run_1/port_nets.png
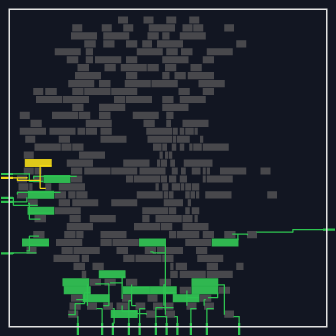
run_1/registers.png
Bar = 20 um. Other sequential cells in the stronger gray, the rest of the logic in the fainter gray.
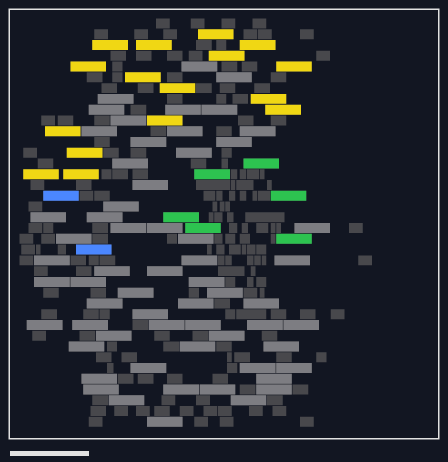
run_1/metal_stack.png
Bar = 20 um.
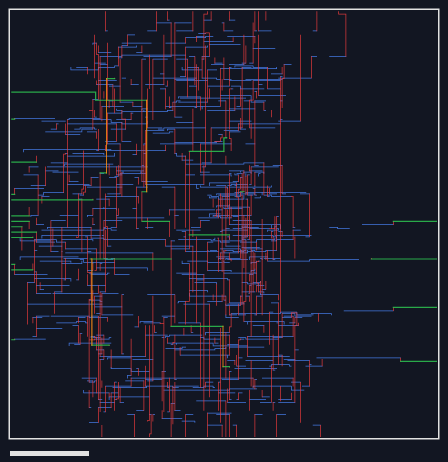
**src/rtl/ssm2603_adc_capture.sv**
```systemverilog
// ssm2603_adc_capture
//
// I2S receiver for the SSM2603 ADC path. BCLK, ADCLRCK and ADCDAT are
// oversampled in the system clock domain. Each BCLK rising edge becomes a
// one-cycle "tick". The top SAMPLE_BITS of every SLOT_BITS-wide slot are
// deserialized MSB first. Complete left/right pairs are published to the
// consumer through a valid/ack handshake.
//
// Ports:
//   clock           system clock (18.432 MHz)
//   reset           asynchronous active-low reset
//   in_bclk         codec bit clock
//   in_lrck         ADCLRCK, 0 = left slot, 1 = right slot
//   in_adcdat       serial ADC data, changes on BCLK falling edges
//   in_ack          consumer has taken the current pair
//   out_sample_l    left sample, two's complement
//   out_sample_r    right sample, two's complement
//   out_valid       sample pair available
//   out_overrun     one-cycle pulse, an unacknowledged pair was overwritten
//   out_frame_error one-cycle pulse, slot length was not SLOT_BITS
//   out_locked      frame alignment established
module ssm2603_adc_capture #(
    parameter int SAMPLE_BITS = 16,
    parameter int SLOT_BITS   = 32,
    parameter int SYNC_STAGES = 2
) (
    input  logic                   clock,
    input  logic                   reset,
    input  logic                   in_bclk,
    input  logic                   in_lrck,
    input  logic                   in_adcdat,
    input  logic                   in_ack,
    output logic [SAMPLE_BITS-1:0] out_sample_l,
    output logic [SAMPLE_BITS-1:0] out_sample_r,
    output logic                   out_valid,
    output logic                   out_overrun,
    output logic                   out_frame_error,
    output logic                   out_locked
);

    localparam int CNT_W = $clog2(SLOT_BITS + 1);
    localparam logic [CNT_W-1:0] CNT_SLOT = CNT_W'(SLOT_BITS);
    localparam logic [CNT_W-1:0] CNT_LAST = CNT_W'(SLOT_BITS - 1);
    localparam logic [CNT_W-1:0] CNT_SAMP = CNT_W'(SAMPLE_BITS);
    localparam logic [CNT_W-1:0] CNT_ONE  = CNT_W'(1);

    typedef enum logic [0:0] {ST_UNLOCKED, ST_LOCKED} state_t;

    logic [SYNC_STAGES-1:0] bclk_sync_q, bclk_sync_d;
    logic [SYNC_STAGES-1:0] lrck_sync_q, lrck_sync_d;
    logic [SYNC_STAGES-1:0] dat_sync_q, dat_sync_d;
    logic                   bclk_prev_q, bclk_prev_d;
    logic                   lrck_prev_q, lrck_prev_d;
    logic                   channel_q, channel_d;
    logic [CNT_W-1:0]       bit_cnt_q, bit_cnt_d;
    logic [SAMPLE_BITS-1:0] shift_l_q, shift_l_d;
    logic [SAMPLE_BITS-1:0] shift_r_q, shift_r_d;
    state_t                 state_q, state_d;
    logic                   left_ok_q, left_ok_d;
    logic [SAMPLE_BITS-1:0] sample_l_q, sample_l_d;
    logic [SAMPLE_BITS-1:0] sample_r_q, sample_r_d;
    logic                   valid_q, valid_d;
    logic                   overrun_q, overrun_d;
    logic                   frame_error_q, frame_error_d;

    logic bclk_s, lrck_s, dat_s;
    logic tick, boundary, len_ok, publish;

    assign bclk_s = bclk_sync_q[SYNC_STAGES-1];
    assign lrck_s = lrck_sync_q[SYNC_STAGES-1];
    assign dat_s  = dat_sync_q[SYNC_STAGES-1];

    always_comb begin
        bclk_sync_d    = bclk_sync_q;
        lrck_sync_d    = lrck_sync_q;
        dat_sync_d     = dat_sync_q;
        bclk_sync_d[0] = in_bclk;
        lrck_sync_d[0] = in_lrck;
        dat_sync_d[0]  = in_adcdat;
        for (int i = 1; i < SYNC_STAGES; i++) begin
            bclk_sync_d[i] = bclk_sync_q[i-1];
            lrck_sync_d[i] = lrck_sync_q[i-1];
            dat_sync_d[i]  = dat_sync_q[i-1];
        end
    end

    always_comb begin
        bclk_prev_d   = bclk_s;
        lrck_prev_d   = lrck_prev_q;
        channel_d     = channel_q;
        bit_cnt_d     = bit_cnt_q;
        shift_l_d     = shift_l_q;
        shift_r_d     = shift_r_q;
        state_d       = state_q;
        left_ok_d     = left_ok_q;
        sample_l_d    = sample_l_q;
        sample_r_d    = sample_r_q;
        valid_d       = valid_q;
        overrun_d     = 1'b0;
        frame_error_d = 1'b0;
        publish       = 1'b0;

        tick     = bclk_s & ~bclk_prev_q;
        boundary = tick & (lrck_s != lrck_prev_q);
        // The boundary tick arrives SLOT_BITS ticks after the previous one,
        // so the counter has reached SLOT_BITS-1 by then.
        len_ok   = (bit_cnt_q == CNT_LAST);

        if (tick) begin
            lrck_prev_d = lrck_s;
            if (boundary) begin
                // The data bit on this tick is the trailing bit of the
                // previous word (I2S one-bit delay) and is dropped.
                bit_cnt_d = '0;
                channel_d = lrck_s;
                case (state_q)
                    ST_UNLOCKED: begin
                        if (!lrck_s) begin
                            state_d   = ST_LOCKED;
                            left_ok_d = 1'b0;
                        end
                    end
                    default: begin
                        if (!len_ok) begin
                            frame_error_d = 1'b1;
                            state_d       = ST_UNLOCKED;
                            left_ok_d     = 1'b0;
                        end else if (lrck_s) begin
                            // The left slot ended with the correct length.
                            left_ok_d = 1'b1;
                        end else begin
                            // The right slot ended correctly. Publish only
                            // when the left slot of this frame also did.
                            left_ok_d = 1'b0;
                            publish   = left_ok_q;
                        end
                    end
                endcase
            end else begin
                if (bit_cnt_q < CNT_SLOT) begin
                    bit_cnt_d = bit_cnt_q + CNT_ONE;
                end
                if (bit_cnt_q < CNT_SAMP) begin
                    if (channel_q) begin
                        shift_r_d = {shift_r_q[SAMPLE_BITS-2:0], dat_s};
                    end else begin
                        shift_l_d = {shift_l_q[SAMPLE_BITS-2:0], dat_s};
                    end
                end
            end
        end

        // A publish takes priority over an ack arriving in the same cycle.
        if (publish) begin
            sample_l_d = shift_l_q;
            sample_r_d = shift_r_q;
            valid_d    = 1'b1;
            overrun_d  = valid_q & ~in_ack;
        end else if (valid_q && in_ack) begin
            valid_d = 1'b0;
        end
    end

    always_ff @(posedge clock or negedge reset) begin
        if (!reset) begin
            bclk_sync_q   <= '0;
            lrck_sync_q   <= '0;
            dat_sync_q    <= '0;
            bclk_prev_q   <= 1'b0;
            lrck_prev_q   <= 1'b0;
            channel_q     <= 1'b0;
            bit_cnt_q     <= '0;
            shift_l_q     <= '0;
            shift_r_q     <= '0;
            state_q       <= ST_UNLOCKED;
            left_ok_q     <= 1'b0;
            sample_l_q    <= '0;
            sample_r_q    <= '0;
            valid_q       <= 1'b0;
            overrun_q     <= 1'b0;
            frame_error_q <= 1'b0;
        end else begin
            bclk_sync_q   <= bclk_sync_d;
            lrck_sync_q   <= lrck_sync_d;
            dat_sync_q    <= dat_sync_d;
            bclk_prev_q   <= bclk_prev_d;
            lrck_prev_q   <= lrck_prev_d;
            channel_q     <= channel_d;
            bit_cnt_q     <= bit_cnt_d;
            shift_l_q     <= shift_l_d;
            shift_r_q     <= shift_r_d;
            state_q       <= state_d;
            left_ok_q     <= left_ok_d;
            sample_l_q    <= sample_l_d;
            sample_r_q    <= sample_r_d;
            valid_q       <= valid_d;
            overrun_q     <= overrun_d;
            frame_error_q <= frame_error_d;
        end
    end

    assign out_sample_l    = sample_l_q;
    assign out_sample_r    = sample_r_q;
    assign out_valid       = valid_q;
    assign out_overrun     = overrun_q;
    assign out_frame_error = frame_error_q;
    assign out_locked      = (state_q == ST_LOCKED);

endmodule

```
**config.mk**
```make
export PLATFORM = sky130hd
export DESIGN_NAME = ssm2603_adc_capture
export DESIGN_NICKNAME = d
export VERILOG_FILES = /design/src/rtl/ssm2603_adc_capture.sv
export SDC_FILE = /design/constraint.sdc
export NUM_CORES = 1
export LEC_CHECK = 0
export CORE_MARGIN = 2
export CORE_UTILIZATION = 30
export CTS_BUF_LIST = sky130_fd_sc_hd__clkbuf_4
export DETAILED_ROUTE_END_ITERATION = 10
export GPL_ROUTABILITY_DRIVEN = 0
export MAX_ROUTING_LAYER = met4
export REMOVE_ABC_BUFFERS = 1
export SLEW_MARGIN = 15
export SYNTH_ARGS = -nofsm -noshare
export SYNTH_HDL_FRONTEND = slang
export SYNTH_SLANG_ARGS = --single-unit
```
**constraint.sdc**
```tcl
create_clock -name clock -period 3.7 [get_ports clock]
set_input_delay 0.37 -clock clock [delete_from_list [all_inputs] [get_ports clock]]
set_output_delay 0.37 -clock clock [all_outputs]
set_load 0.005 [all_outputs]
```
==> impl_results.rst, run 1 <==
Metrics
=======

.. list-table::
   :header-rows: 1

   * - Metric
     - Value
   * - Total met2 wirelength after detailed routing
     - 2.45 mm
   * - OpenROAD warnings
     - 25
   * - Highest attainable clock frequency
     - 0.459 GHz
   * - Yosys cell count
     - 208
   * - Final nets
     - 260
   * - Synthesized flop and latch total
     - 84
   * - Share of the synthesized netlist area taken by xor and xnor gates
     - 1.35%
   * - Class of the worst hold path
     - in -> async
   * - Final instance area
     - 3890 um2
   * - Detailed Route Iter0 Violations
     - 78
   * - Outcome
     - complete, no violations
   * - Insertion Delay late pin
     - 430 ps
   * - Number of global-route vias before repair
     - 1,743
   * - WP depth
     - 3
   * - AND-OR/OR-AND Cells, Area Fraction
     - 2.31%
   * - Routed length on met3
     - 216 um
   * - Leading cell category by total area
     - registers
   * - Slew HR
     - 31.0%
   * - Portion of total power attributed to combinational logic
     - 9.4%
   * - Final Worst Setup Slack
     - 1520 ps
   * - Top cells excl fill/tap
     - 84 x dfrtp_1, 40 x clkdlybuf4s50_1, 37 x mux2_2
   * - Logic family by area
     - multiplexers
   * - Setup TNS
     - 0 ps
   * - Netlist Area Pre-Place
     - 3250 um2
   * - Reg power frac
     - 63.7%
   * - Yosys Warn Count
     - 0
   * - Dominant synthesized flop cell
     - dfrtp_1
   * - Slowest cell on crit path
     - nor4b_4
   * - Net switching component of the power
     - 0.435 mW
   * - Pins Over Slew Limit
     - 0
   * - Worst setup slack before clock tree synthesis
     - 1490 ps
   * - Reported combinational group power
     - 0.158 mW
   * - Clock input transition at the sequential cells of the worst setup and hold paths
     - 130 ps
   * - Worst endpoint data arrival time
     - 2500 ps
   * - Horizontal die dimension
     - 108 um
   * - Number of multi-input combinational cells
     - 113
   * - HPWL after detailed placement
     - 3.41 mm
   * - Worst setup slack for register-to-register paths
     - 1520 ps
   * - Number of levels the H-tree was split into
     - 3
   * - Highest-utilization routing layer at the global route stage
     - met2
   * - Starting density of the core
     - 30.4%
   * - Number of enable flip-flop cells
     - 0
   * - Biggest area contributors in the synthesized netlist
     - dfrtp_1 65%, mux2_2 13%, mux2_1 9.7%, buf_6 1.4%, nor2_1 1.2%
   * - Clock buffers
     - 13
   * - Number of antenna violations at the first check in global routing
     - 0
   * - CTS sink cnt
     - 84
   * - Mean area per synthesized cell
     - 15.6 um2
   * - Critical path start-end classification
     - reg -> reg
   * - Power attributed to the clock group
     - 0.456 mW
   * - Cell leakage power
     - 1.86 nW
   * - Max Root-Sink Buffers
     - 2
   * - FILL cells
     - 1,050
   * - Total wire length after detailed routing
     - 5.25 mm
   * - Row Count
     - 38
   * - Total congestion overflow after global routing
     - 0
   * - Post-cts hold-fix buffer tally
     - 0
   * - Share of the clock period used by the worst path
     - 58.9%
   * - I/O pin cnt
     - 42
   * - Yosys synthesis chip area
     - 3250 um2
   * - Unique cell type count in the Yosys netlist
     - 30
   * - Crit-path max FO
     - 16
   * - Synthesis-to-finish area growth
     - 19.7%
   * - Worst reg2reg path startpoint
     - bit_cnt_q[5]
   * - Met1 Use GR
     - 13.5%
   * - Pint
     - 1.26 mW
   * - Adder-cell area share of the yosys netlist
     - 0.385%
## Picture notes: port_nets.png
port	color	direction	edge	end cells	wire
out_valid	yellow	output	west	1	27.3 um
out_sample_r	green	output	11 south, 4 west, 1 east	16	360 um

## Picture notes: registers.png
signal	color	sequential cells
out_sample_l	yellow	16
dat_sync_q	blue	2
bit_cnt_q	green	6
not colored	60
final core area utilization: 36.4%
power in sequential cells: 1.08 mW
share of the final layout cell area in sequential cells: 54.0%

## Picture notes: metal_stack.png
layer	color	wire length
met4	orange	78.9 um
met3	green	216 um
met2	red	2,450 um
met1	blue	2,510 um
total number of vias: 1,754
global router's overall resource usage: 10.2%
detail-routed net length per standard cell: 13.2 um

run_1/final_clocks.png
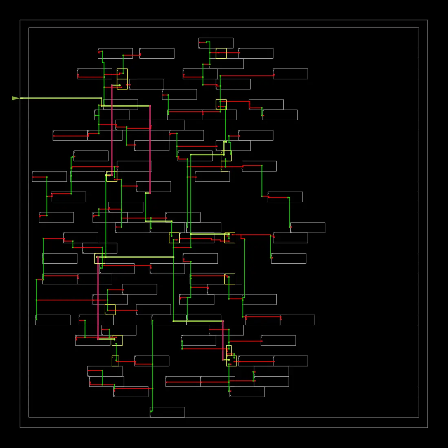

==> run 2: changes to the inputs <==
Clock period 3.7 ns to 1.9 ns, I/O delays scaled along.
run_2/final_clocks.png
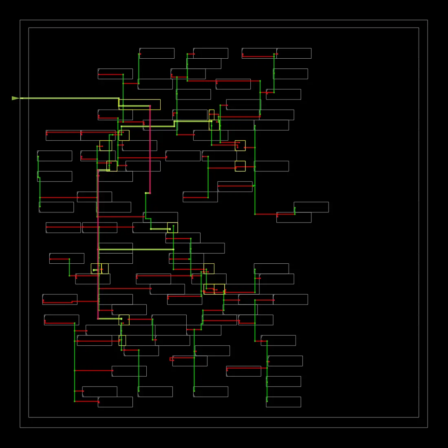
Seq Cell Count: 84
power attributed to the clock group: 1.01 mW

run_2/drive_strength.png
Bar = 20 um.
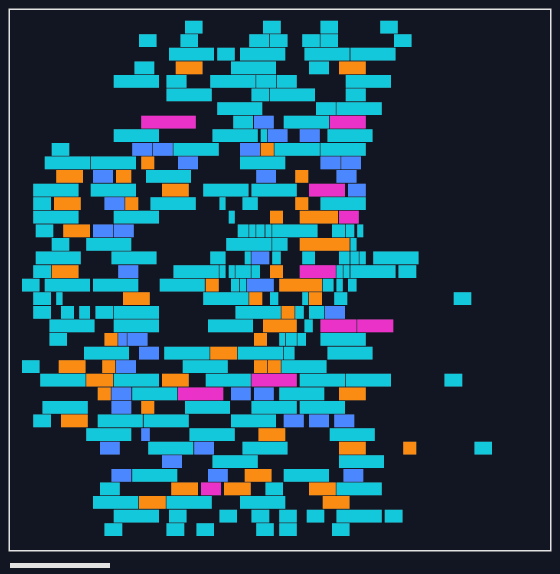
size	color	cells	share
drive 1 or less	cyan	179	66%
drive 6 and up	magenta	10	3.7%
drive 3 to 4	orange	46	17%
drive 2	blue	38	14%
final instance area: 4230 um2
synthesis-to-finish area growth: 29.9%
Final Worst Setup Slack: -0.483 ps
non-clock buffer count in the final layout: 58

==> impl_results.rst, run 2 <==
Metrics
=======

.. list-table::
   :header-rows: 1

   * - Metric
     - Value
   * - Outcome
     - finished, violations left (was complete, no violations)
   * - Failing checks
     - negative setup slack
   * - Worst reg2reg path startpoint
     - bit_cnt_q[1] (was bit_cnt_q[5])
   * - Insertion Delay late pin
     - 420 ps (was 430 ps)
   * - Total wire length after detailed routing
     - 5.75 mm (was 5.25 mm)
   * - Share of the synthesized netlist area taken by xor and xnor gates
     - 1.35% (unchanged)
   * - WP depth
     - 7 (was 3)
   * - Slew HR
     - 63.3% (was 31.0%)
   * - Worst setup slack before clock tree synthesis
     - -5.28 ps (was 1490 ps)
   * - Number of enable flip-flop cells
     - 0 (unchanged)
   * - Post-cts hold-fix buffer tally
     - 1 (was 0)
   * - Final Worst Setup Slack
     - -0.483 ps (was 1520 ps)
   * - Power in sequential cells
     - 2.10 mW (was 1.08 mW)
   * - CTS sink cnt
     - 84 (unchanged)
   * - Critical path start-end classification
     - reg -> reg (unchanged)
   * - Number of global-route vias before repair
     - 1,877 (was 1,743)
   * - Number of multi-input combinational cells
     - 113 (unchanged)
   * - Worst endpoint data arrival time
     - 2210 ps (was 2500 ps)
   * - Unique cell type count in the Yosys netlist
     - 30 (unchanged)
   * - Yosys cell count
     - 208 (unchanged)
   * - Pins Over Slew Limit
     - 0 (unchanged)
   * - Total met2 wirelength after detailed routing
     - 2.75 mm (was 2.45 mm)
   * - Met1 Use GR
     - 13.7% (was 13.5%)
   * - Detail-routed net length per standard cell
     - 13.9 um (was 13.2 um)
   * - Highest-utilization routing layer at the global route stage
     - met2 (unchanged)
   * - Final nets
     - 275 (was 260)
   * - Logic family by area
     - multiplexers (unchanged)
   * - Starting density of the core
     - 30.4% (unchanged)
   * - Slowest cell on crit path
     - dfrtp_1 (was nor4b_4)
   * - Dominant synthesized flop cell
     - dfrtp_1 (unchanged)
   * - Biggest area contributors in the synthesized netlist
     - dfrtp_1 65%, mux2_2 13%, mux2_1 9.7%, buf_6 1.4%, nor2_1 1.2% (unchanged)
   * - Pint
     - 2.58 mW (was 1.26 mW)
   * - Total number of vias
     - 1,792 (was 1,754)
   * - Max Root-Sink Buffers
     - 2 (unchanged)
   * - Adder-cell area share of the yosys netlist
     - 0.385% (unchanged)
   * - Reg power frac
     - 60.1% (was 63.7%)
   * - Crit-path max FO
     - 6 (was 16)
   * - Yosys Warn Count
     - 0 (unchanged)
   * - Clock buffers
     - 9 (was 13)
   * - Portion of total power attributed to combinational logic
     - 11.1% (was 9.4%)
   * - Worst setup slack for register-to-register paths
     - -0.5 ps (was 1520 ps)
   * - AND-OR/OR-AND Cells, Area Fraction
     - 2.31% (unchanged)
   * - OpenROAD warnings
     - 27 (was 25)
   * - Row Count
     - 38 (unchanged)
   * - Netlist Area Pre-Place
     - 3250 um2 (unchanged)
   * - Number of antenna violations at the first check in global routing
     - 0 (unchanged)
   * - Number of endpoints failing setup at the final stage
     - 1 (was 0)
   * - Reported combinational group power
     - 0.386 mW (was 0.158 mW)
   * - Routed length on met3
     - 183 um (was 216 um)
   * - Total congestion overflow after global routing
     - 0 (unchanged)
run_2/port_nets.png
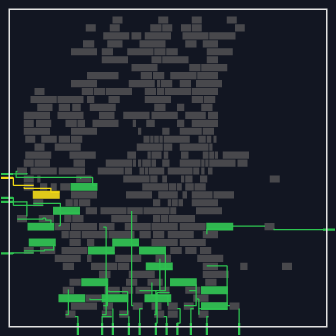
port	color	direction	edge	end cells	wire
out_sample_r	green	output	11 south, 4 west, 1 east	16	455 um
out_valid	yellow	output	west	1	23.8 um

run_2/registers.png
Bar = 20 um. Other sequential cells in the stronger gray, the rest of the logic in the fainter gray.
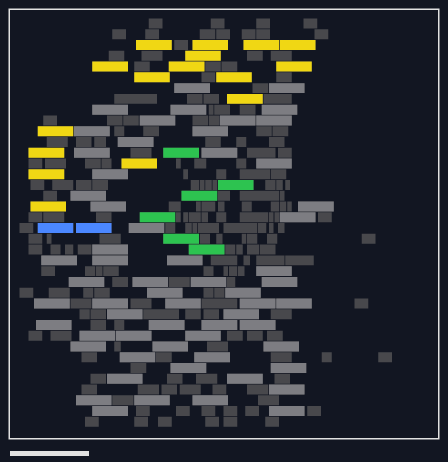

==> run 3: changes to the inputs <==
Settings changed: RECOVER_POWER from default to 100.
Clock period 1.9 ns to 1.7 ns, I/O delays scaled along.
run_3/registers.png
Bar = 20 um. Other sequential cells in the stronger gray, the rest of the logic in the fainter gray.
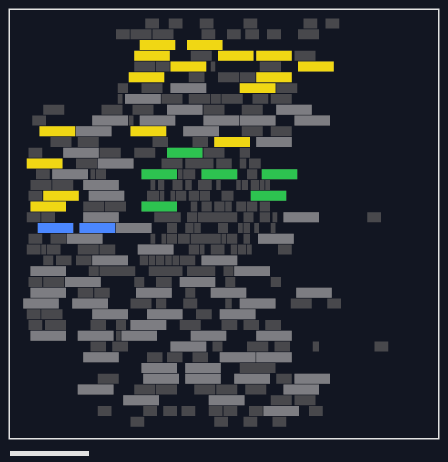
signal	color	sequential cells
dat_sync_q	blue	2
out_sample_l	yellow	16
bit_cnt_q	green	6
not colored	60

run_3/drive_strength.png
Bar = 20 um.
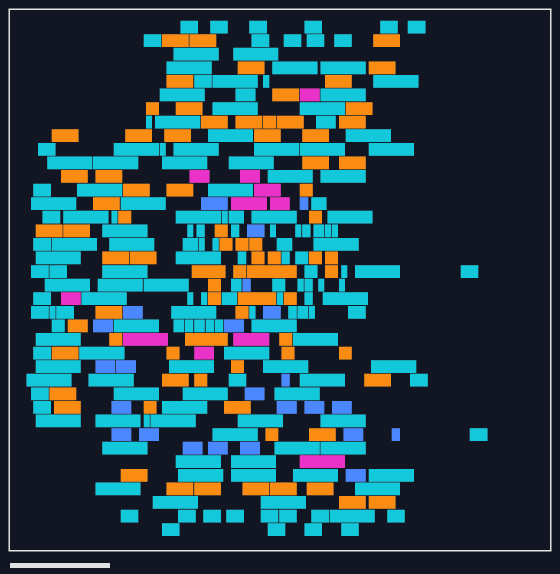
size	color	cells	share
drive 6 and up	magenta	11	3.8%
drive 2	blue	24	8.3%
drive 1 or less	cyan	175	61%
drive 3 to 4	orange	79	27%
synthesis-to-finish area growth: 34.6%
final instance area: 4380 um2

==> impl_results.rst, run 3 <==
Metrics
=======

.. list-table::
   :header-rows: 1

   * - Metric
     - Value
   * - Number of enable flip-flop cells
     - 0 (unchanged)
   * - Crit-path max FO
     - 6 (unchanged)
   * - Final Worst Setup Slack
     - -226 ps (was -0.483 ps)
   * - Total number of vias
     - 1,894 (was 1,792)
   * - Seq Cell Count
     - 84 (unchanged)
   * - Worst endpoint data arrival time
     - 2230 ps (was 2210 ps)
   * - Synthesized flop and latch total
     - 84 (unchanged)
   * - Row Count
     - 38 (unchanged)
   * - Setup TNS
     - -6810 ps (was -0.483 ps)
   * - HPWL after detailed placement
     - 3.81 mm (was 3.58 mm)
   * - CTS sink cnt
     - 84 (unchanged)
   * - Worst setup slack before clock tree synthesis
     - -146 ps (was -5.28 ps)
   * - Max Root-Sink Buffers
     - 2 (unchanged)
   * - Reported combinational group power
     - 0.541 mW (was 0.386 mW)
   * - Worst setup slack for register-to-register paths
     - -230 ps (was -0.5 ps)
   * - Number of antenna violations at the first check in global routing
     - 0 (unchanged)
   * - Yosys Warn Count
     - 0 (unchanged)
   * - FILL cells
     - 1,024 (was 986)
   * - Clock buffers
     - 9 (unchanged)
   * - Total wire length after detailed routing
     - 6.12 mm (was 5.75 mm)
   * - Class of the worst hold path
     - in -> reg (unchanged)
   * - Clock input transition at the sequential cells of the worst setup and hold paths
     - 120 ps (was 130 ps)
   * - Met1 Use GR
     - 14.9% (was 13.7%)
   * - Hold-critical path depth
     - 1 (unchanged)
   * - Number of levels the H-tree was split into
     - 3 (unchanged)
   * - Worst path max stage delay
     - 380 ps (was 390 ps)
   * - Starting density of the core
     - 30.4% (unchanged)
   * - Yosys cell count
     - 208 (unchanged)
   * - Share of the clock period used by the worst path
     - 113% (was 100%)
   * - First drt pass iteration count
     - 4 (unchanged)
   * - Power in sequential cells
     - 2.33 mW (was 2.10 mW)
   * - Root cell of the clock tree
     - clkbuf_4 (unchanged)
   * - Global router's overall resource usage
     - 11.0% (was 10.6%)
   * - Logic family by area
     - multiplexers (unchanged)
   * - OpenROAD warnings
     - 27 (unchanged)
   * - Pint
     - 2.77 mW (was 2.58 mW)
   * - Unique cell type count in the Yosys netlist
     - 30 (unchanged)
   * - Highest-utilization routing layer at the global route stage
     - met2 (unchanged)
   * - Dominant synthesized flop cell
     - dfrtp_1 (unchanged)
   * - Unrepaired setup endpoints after global routing
     - true (unchanged)
   * - Leading cell category by total area
     - registers (unchanged)
   * - Cell leakage power
     - 2.03 nW (was 1.96 nW)
   * - Top cells excl fill/tap
     - 84 x dfrtp_1, 46 x mux2_4, 37 x clkdlybuf4s50_1 (was 84 x dfrtp_1, 40 x clkdlybuf4s50_1, 33 x mux2_2)
   * - Non-clock buffer count in the final layout
     - 76 (was 58)
   * - Detailed Route Iter0 Violations
     - 97 (was 65)
   * - Worst reg2reg path startpoint
     - bit_cnt_q[0] (was bit_cnt_q[1])
   * - Total congestion overflow after global routing
     - 0 (unchanged)
   * - Critical Path End
     - out_sample_l[1] (was out_sample_r[1])
   * - Share of the synthesized netlist area taken by xor and xnor gates
     - 1.35% (unchanged)
   * - Pins Over Slew Limit
     - 0 (unchanged)
   * - I/O pin cnt
     - 42 (unchanged)
   * - Horizontal die dimension
     - 108 um (unchanged)
   * - Final core area utilization
     - 40.9% (was 39.5%)
   * - Slew HR
     - 36.2% (was 63.3%)
   * - Share of the final layout cell area in sequential cells
     - 48.0% (was 49.7%)
   * - Global-route wire length before repair
     - 9.66 mm (was 9.36 mm)
   * - Outcome
     - finished, violations left (unchanged)
   * - Mean area per synthesized cell
     - 15.6 um2 (unchanged)
   * - AND-OR/OR-AND Cells, Area Fraction
     - 2.31% (unchanged)
   * - Failing checks
     - negative setup slack (unchanged)
   * - Netlist Area Pre-Place
     - 3250 um2 (unchanged)
   * - Number of multi-input combinational cells
     - 113 (unchanged)
   * - Insertion Delay late pin
     - 420 ps (about the same)
   * - Total met2 wirelength after detailed routing
     - 2.72 mm (was 2.75 mm)
   * - Detail-routed net length per standard cell
     - 14.3 um (was 13.9 um)
   * - Reg power frac
     - 62.0% (was 60.1%)
   * - Adder-cell area share of the yosys netlist
     - 0.385% (unchanged)
   * - Yosys synthesis chip area
     - 3250 um2 (unchanged)
   * - Post-cts hold-fix buffer tally
     - 1 (unchanged)
   * - Final nets
     - 293 (was 275)
   * - Portion of total power attributed to combinational logic
     - 14.4% (was 11.1%)
   * - Biggest area contributors in the synthesized netlist
     - dfrtp_1 65%, mux2_2 13%, mux2_1 9.7%, buf_6 1.4%, nor2_1 1.2% (unchanged)
   * - Number of endpoints failing setup at the final stage
     - 34 (was 1)
   * - Highest attainable clock frequency
     - 0.519 GHz (was 0.526 GHz)
   * - Net switching component of the power
     - 0.986 mW (was 0.912 mW)
   * - Routed length on met3
     - 189 um (was 183 um)
   * - Slowest cell on crit path
     - dfrtp_1 (unchanged)
run_3/metal_stack.png
Bar = 20 um.
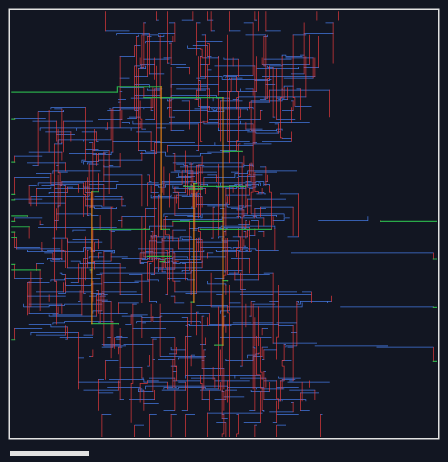
layer	color	wire length
met2	red	2,720 um
met3	green	190 um
met1	blue	3,050 um
met4	orange	162 um

Power is estimated from default activity; no workload was simulated.
